$ cat config.mk
export PLATFORM = sky130hd
export DESIGN_NAME = adder_chunk_scheduler
export DESIGN_NICKNAME = d
export VERILOG_FILES = /design/src/rtl/adder_sched_pkg.sv /design/src/rtl/rr_arbiter.sv /design/src/rtl/adder_chunk_scheduler.sv
export SDC_FILE = /design/constraint.sdc
export NUM_CORES = 1
export LEC_CHECK = 0
export ABC_AREA = 1
export ABC_CLOCK_PERIOD_IN_PS = 3200
export CAP_MARGIN = 20
export CORE_ASPECT_RATIO = 0.9
export CORE_MARGIN = 5
export CORE_UTILIZATION = 39
export CTS_CLUSTER_DIAMETER = 50
export CTS_CLUSTER_SIZE = 28
export DETAILED_ROUTE_END_ITERATION = 6
export GPL_TIMING_DRIVEN = 0
export MAX_ROUTING_LAYER = met4
export PLACE_DENSITY = 0.78
export SYNTH_ARGS = -nofsm -noshare
export SYNTH_HDL_FRONTEND = slang
export SYNTH_HIERARCHICAL = 1
export SYNTH_SLANG_ARGS = --single-unit
$ cat constraint.sdc
create_clock -name clk -period 3.2 [get_ports clk]
set_clock_uncertainty 0.2 [all_clocks]
set_input_delay 0.64 -clock clk [delete_from_list [all_inputs] [get_ports clk]]
set_output_delay 0.64 -clock clk [all_outputs]
set_load 0.01 [all_outputs]
$ cat src/rtl/adder_sched_pkg.sv
// Shared definitions for the chunked-adder scheduler.
//   CHUNK_W : width of the external shared adder (one chunk per cycle)
//   state_t : scheduler FSM encoding
//   clog2   : ceiling log2, never below 1 so a single-entry index still has a bit
package adder_sched_pkg;

  localparam int CHUNK_W = 3;

  typedef enum logic [1:0] {
    IDLE = 2'b00,
    RUN  = 2'b01,
    DONE = 2'b10
  } state_t;

  function automatic int clog2(input int value);
    int r;
    r = 0;
    while ((1 << r) < value) r++;
    if (r < 1) r = 1;
    return r;
  endfunction

endpackage

$ cat src/rtl/rr_arbiter.sv
// Round-robin arbiter: the first asserted request after ptr (with wrap) wins.
// Ports:
//   req       in  NUM_REQ  request vector
//   ptr       in  ID_W     index of the most recently served requester
//   grant     out NUM_REQ  one-hot grant (zero when nothing requests)
//   grant_id  out ID_W     index of the granted requester
//   grant_vld out 1        some request was granted
module rr_arbiter
  import adder_sched_pkg::*;
#(
  parameter  int NUM_REQ = 4,
  localparam int ID_W    = clog2(NUM_REQ)
) (
  input  logic [NUM_REQ-1:0] req,
  input  logic [ID_W-1:0]    ptr,
  output logic [NUM_REQ-1:0] grant,
  output logic [ID_W-1:0]    grant_id,
  output logic               grant_vld
);

  logic [ID_W-1:0] cand;

  always_comb begin
    grant     = '0;
    grant_id  = '0;
    grant_vld = 1'b0;
    cand      = '0;
    // Offsets 1..NUM_REQ visit ptr+1 first and ptr itself last.
    for (int off = 1; off <= NUM_REQ; off++) begin
      cand = ID_W'((int'(ptr) + off) % NUM_REQ);
      if (!grant_vld && req[cand]) begin
        grant[cand] = 1'b1;
        grant_id    = cand;
        grant_vld   = 1'b1;
      end
    end
  end

endmodule

$ cat src/rtl/adder_chunk_scheduler.sv
// Shares one external 3-bit adder among NUM_REQ requesters. A granted add is
// stepped through the adder one chunk per cycle, LSB first, with the carry
// held in a register between chunks. State updates on the falling clock edge.
// Ports:
//   clk, reset            clock (negedge active), async active-high reset
//   req_valid/ready       per-requester handshake, ready is one-hot or zero
//   req_x/req_y/req_cin   packed operands, requester i at [i*WIDTH +: WIDTH]
//   add_x/add_y/add_cin   current chunk to the shared adder (0 outside RUN)
//   add_out/add_cout      combinational result from the shared adder
//   rsp_valid/ready       response handshake
//   rsp_id/sum/cout       served requester, sum and final carry
module adder_chunk_scheduler
  import adder_sched_pkg::*;
#(
  parameter  int NUM_REQ = 4,
  parameter  int CHUNKS  = 3,
  localparam int WIDTH   = CHUNK_W * CHUNKS,
  localparam int ID_W    = clog2(NUM_REQ),
  localparam int CNT_W   = clog2(CHUNKS)
) (
  input  logic                     clk,
  input  logic                     reset,
  input  logic [NUM_REQ-1:0]       req_valid,
  output logic [NUM_REQ-1:0]       req_ready,
  input  logic [NUM_REQ*WIDTH-1:0] req_x,
  input  logic [NUM_REQ*WIDTH-1:0] req_y,
  input  logic [NUM_REQ-1:0]       req_cin,
  output logic [CHUNK_W-1:0]       add_x,
  output logic [CHUNK_W-1:0]       add_y,
  output logic                     add_cin,
  input  logic [CHUNK_W-1:0]       add_out,
  input  logic                     add_cout,
  output logic                     rsp_valid,
  input  logic                     rsp_ready,
  output logic [ID_W-1:0]          rsp_id,
  output logic [WIDTH-1:0]         rsp_sum,
  output logic                     rsp_cout
);

  state_t             state_q, state_d;
  logic [CNT_W-1:0]   cnt_q, cnt_d;
  logic               carry_q, carry_d;
  logic [ID_W-1:0]    id_q, id_d;
  logic [ID_W-1:0]    rr_q, rr_d;
  logic [WIDTH-1:0]   sum_q, sum_d;
  logic [WIDTH-1:0]   x_q, x_d;
  logic [WIDTH-1:0]   y_q, y_d;

  logic [NUM_REQ-1:0] grant;
  logic [ID_W-1:0]    grant_id;
  logic               grant_vld;
  logic [CHUNK_W-1:0] chunk_x, chunk_y;

  rr_arbiter #(.NUM_REQ(NUM_REQ)) u_arb (
    .req       (req_valid),
    .ptr       (rr_q),
    .grant     (grant),
    .grant_id  (grant_id),
    .grant_vld (grant_vld)
  );

  always_comb begin
    chunk_x = '0;
    chunk_y = '0;
    for (int c = 0; c < CHUNKS; c++) begin
      if (cnt_q == CNT_W'(c)) begin
        chunk_x = x_q[c*CHUNK_W +: CHUNK_W];
        chunk_y = y_q[c*CHUNK_W +: CHUNK_W];
      end
    end
  end

  always_comb begin
    state_d   = state_q;
    cnt_d     = cnt_q;
    carry_d   = carry_q;
    id_d      = id_q;
    rr_d      = rr_q;
    sum_d     = sum_q;
    x_d       = x_q;
    y_d       = y_q;
    req_ready = '0;
    add_x     = '0;
    add_y     = '0;
    add_cin   = 1'b0;

    case (state_q)
      IDLE: begin
        // Reset is asynchronous, so ready is also masked while it is held.
        if (!reset) req_ready = grant;
        if (grant_vld) begin
          for (int i = 0; i < NUM_REQ; i++) begin
            if (grant_id == ID_W'(i)) begin
              x_d     = req_x[i*WIDTH +: WIDTH];
              y_d     = req_y[i*WIDTH +: WIDTH];
              carry_d = req_cin[i];
            end
          end
          id_d    = grant_id;
          cnt_d   = '0;
          state_d = RUN;
        end
      end
      RUN: begin
        add_x   = chunk_x;
        add_y   = chunk_y;
        add_cin = carry_q;
        for (int c = 0; c < CHUNKS; c++) begin
          if (cnt_q == CNT_W'(c)) sum_d[c*CHUNK_W +: CHUNK_W] = add_out;
        end
        carry_d = add_cout;
        // cnt parks on the last chunk instead of wrapping.
        if (cnt_q == CNT_W'(CHUNKS - 1)) begin
          state_d = DONE;
        end else begin
          cnt_d = cnt_q + CNT_W'(1);
        end
      end
      DONE: begin
        if (rsp_ready) begin
          rr_d    = id_q;
          state_d = IDLE;
        end
      end
      default: state_d = IDLE;
    endcase
  end

  always_ff @(negedge clk or posedge reset) begin
    if (reset) begin
      state_q <= IDLE;
      cnt_q   <= '0;
      carry_q <= 1'b0;
      id_q    <= '0;
      rr_q    <= ID_W'(NUM_REQ - 1);
      sum_q   <= '0;
    end else begin
      state_q <= state_d;
      cnt_q   <= cnt_d;
      carry_q <= carry_d;
      id_q    <= id_d;
      rr_q    <= rr_d;
      sum_q   <= sum_d;
    end
  end

  // Operand copies are only meaningful after an accept, so they carry no reset.
  always_ff @(negedge clk) begin
    x_q <= x_d;
    y_q <= y_d;
  end

  assign rsp_valid = (state_q == DONE);
  assign rsp_sum   = sum_q;
  assign rsp_cout  = carry_q;
  assign rsp_id    = id_q;

endmodule

Fig. 1: run 1, close-up of the layout
Region (36, 14) to (61, 39) um. Cells in grey, sequential cells in the stronger grey; small squares are vias.
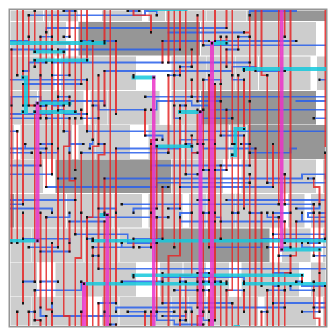
metal 3 -> cyan
metal 2 -> red
metal 4 -> magenta
metal 1 -> blue
cells with their middle in the window = 57
sequential cells in the window = 5
netlist names of flops here include = rr_q (2)
most frequent = buf_4 (8), nand2_1 (6), nand2_4 (4)

Fig. 2: run 1, register map, names as in the netlist
Drawn at 3 px/um. Other sequential cells in the stronger grey, the rest of the logic in the fainter grey.
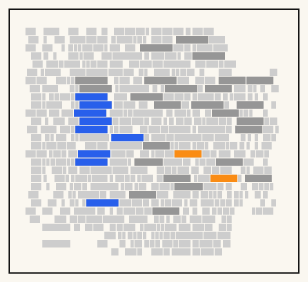
y_q -> blue  # sequential cells 9
state_q -> orange  # sequential cells 2

Fig. 3: run 1, track usage over the die
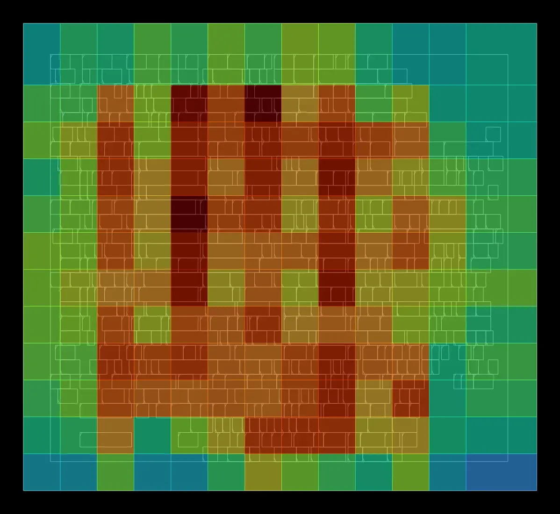
met2 Use GR: 0.445
GRT met3 Usage: 0.0553
final core occ: 0.763

==> results.sh <==
# implementation run metrics
export IMPL_status="complete, but fails checks"
export IMPL_violations="setup timing"
export IMPL_cpPeakStageDelay_ps=550
export IMPL_start_kind="register"
export IMPL_comb_area_frac=0.353
export IMPL_drt_pass1_iterations=6
export IMPL_area_combinational_sq_mm=0.00175
export IMPL_drc_errors=0
export IMPL_via_count=3285
export IMPL_drtAntennaViolNets=0
export IMPL_crit_required_ps=2360
export IMPL_cts_root_buf="clkbuf_8"
export IMPL_ff_type="edfxtp_1"
export IMPL_grt_pass1_wl_um=16200
export IMPL_buffers=180
export IMPL_fin_cells=596
export IMPL_critPathKind="register to output port"
export IMPL_hold_start="rsp_sum[1]$_DFFE_NP0P_"
export IMPL_area_delta_synth_final_pct=91.5
export IMPL_io_pins=111
export IMPL_grt_max_degree=20
export IMPL_path_max_fanout=8
export IMPL_setup_ws_ps=-1510
export IMPL_viasPerCell=5.51
export IMPL_postCtsSetupRepairBufs=48
export IMPL_seq_area_frac=0.200
export IMPL_placed_area_sq_mm=0.00400
export IMPL_syn_area_sq_mm=0.00260
export IMPL_wirelength_um=11300
export IMPL_netlist_instances=311
export IMPL_portBuffers=110
export IMPL_crit_top_cell="buf_6"
export IMPL_regArea_sq_um=993
export IMPL_slowest_stage="dfstp_2"
export IMPL_place_congestion=0.845
export IMPL_hold_ws_ps=243
export IMPL_relSlewSlack=0.506
export IMPL_whs_path_depth=2
export IMPL_die_w_um=96.0
export IMPL_clock_buffers=5
export IMPL_final_clk_cell_share=0.0375
export IMPL_drt_initial_drc_count=269
export IMPL_largest_class="buffers"
export IMPL_htreeDepth=2
export IMPL_grt_pass1_vias=3276
export IMPL_clk_pin_slew_ps=60
export IMPL_rsz0062_at_grt="yes"
export IMPL_synth_area_per_cell_sq_um=8.35
export IMPL_nFlopsAndLatches=36
export IMPL_warning_count=58
export IMPL_yosysCellCount=311
export IMPL_clk_path_buf_depth=2
export IMPL_n_tap_cell=90
export IMPL_cp_num_buf_inv=6
export IMPL_lay_top_count="clkdlybuf4s50_1"
export IMPL_inv_count=31
export IMPL_numPlacedInstances=511
export IMPL_dp_hpwl_um=6410
export IMPL_fin_area_sq_mm=0.00497
export IMPL_synthArstFlopShare=0.500
export IMPL_ys_warn_count=6
export IMPL_yosysSeqAreaShare=0.382
export IMPL_buffer_area_frac=0.354
export IMPL_cp_endpoint="req_ready[0]"
export IMPL_overflow=0
export IMPL_cp_arrival_ps=3870
export IMPL_ctsResizeCount=184
export IMPL_wire_per_inst_um=18.9
export IMPL_rows=28
export IMPL_yosys_area_sq_mm=0.00260
export IMPL_holdBufCountCts=0
export IMPL_insertedDiodeCount=0
export IMPL_dieArea_sq_mm=0.00839
export IMPL_rrSetupSlack_ps=90
export IMPL_rr_worst_depth=17
export IMPL_nets=603
export IMPL_dp_slack_ps=-1740
export IMPL_critPathTopFamily="buffers and inverters"
export IMPL_hold_viol_final=0
export IMPL_report_final_slew_viol_count=0
export IMPL_fp_util=0.399
export IMPL_yosys_cell_types_count=31
export IMPL_grtUsageTotal=0.262
export IMPL_die_y_um=87.4
export IMPL_hold_path_class="register to register"
export IMPL_comb_cells=231
export IMPL_design_core_area_sq_mm=0.00652
export IMPL_drive_gt1_frac=0.421
export IMPL_setup_viol_count_final=66
export IMPL_numCtsBuffers=5
export IMPL_crit_start="rr_q[0]$_DFFE_NP1P_"
export IMPL_synth_nets=409
export IMPL_antenna_found_initial=0
export IMPL_lay_top_cells="clkdlybuf4s50_1 (82), nand2_1 (55), buf_4 (42), inv_1 (33)"
export IMPL_drv_cap=0
export IMPL_cts_tree="yes"
export IMPL_tightest_slew_ps=740
export IMPL_cp_end_kind="output port"
export IMPL_r2r_start="rr_q[0]$_DFFE_NP1P_"
export IMPL_path_depth=13
export IMPL_nFillCells=431
export IMPL_regToRegEndpoint="x_q[1]$_DFFE_NP_"
export IMPL_cts_num_sinks=36
export IMPL_cp_cell_sequence="buf_6, inv_12, ha_4, inv_4, nand3_4, nand2_4, nor2_4, buf_6, nand4_1, nand3_1, inv_1, nor2_2, buf_2"
export IMPL_setup_tns_ps=-41930
export IMPL_ys_ff=36
export IMPL_edf_count=18
export IMPL_clkLatencyLatePin_ps=360
[run 1: worst min path at each step]
stage                                        end
after global placement    rsp_sum[6]$_DFFE_NP0P_
after CTS                 rsp_sum[0]$_DFFE_NP0P_
after global routing      rsp_sum[4]$_DFFE_NP0P_
after detailed placement  rsp_sum[0]$_DFFE_NP0P_
final                     rsp_sum[1]$_DFFE_NP0P_
after floorplan           rsp_sum[0]$_DFFE_NP0P_
[run 1: cell usage after synthesis (7+ instances only)]
| cell | n | area, sq um |
|---|---|---|
| nand3_1 | 28 | 140 |
| dfrtn_1 | 16 | 400 |
| o221ai_2 | 7 | 105 |
| a21oi_1 | 8 | 40.0 |
| nand2_1 | 61 | 229 |
| nand2_2 | 11 | 68.8 |
| o21ai_1 | 10 | 50.1 |
| nor2_1 | 25 | 93.8 |
| ha_1 | 11 | 138 |
| inv_1 | 25 | 93.8 |
| o221ai_1 | 8 | 70.1 |
| edfxtp_1 | 18 | 541 |
| o21ai_0 | 31 | 155 |
[run 1: registers in the layout, summed over array words and instances, names as in the netlist]
signal	flops
rr_q	2
y_q	9
rsp_cout	1
x_q	9
rsp_id	2
state_q	2
rsp_sum	9
cnt_q	2
[run 1: cells by family (layout without fill, tap and decap cells)]
group	Yosys count	count (layout)	synth area share
and+or+nand+nor	141	141	0.263
AOI/OAI and AO/OA	77	77	0.200
buffers and inverters	44	239	0.0925
DFF	36	36	0.382
adders and majority gates	11	11	0.0530
muxes	2	2	0.00867
[run 1: metal layers]
layer	wire length (um)	track usage	up-vias
met2	5740	0.445	198
met5	0	-	-
met1	4260	0.302	1568
li1	-	-	1472
met4	442	0.0982	0
met3	831	0.0553	47
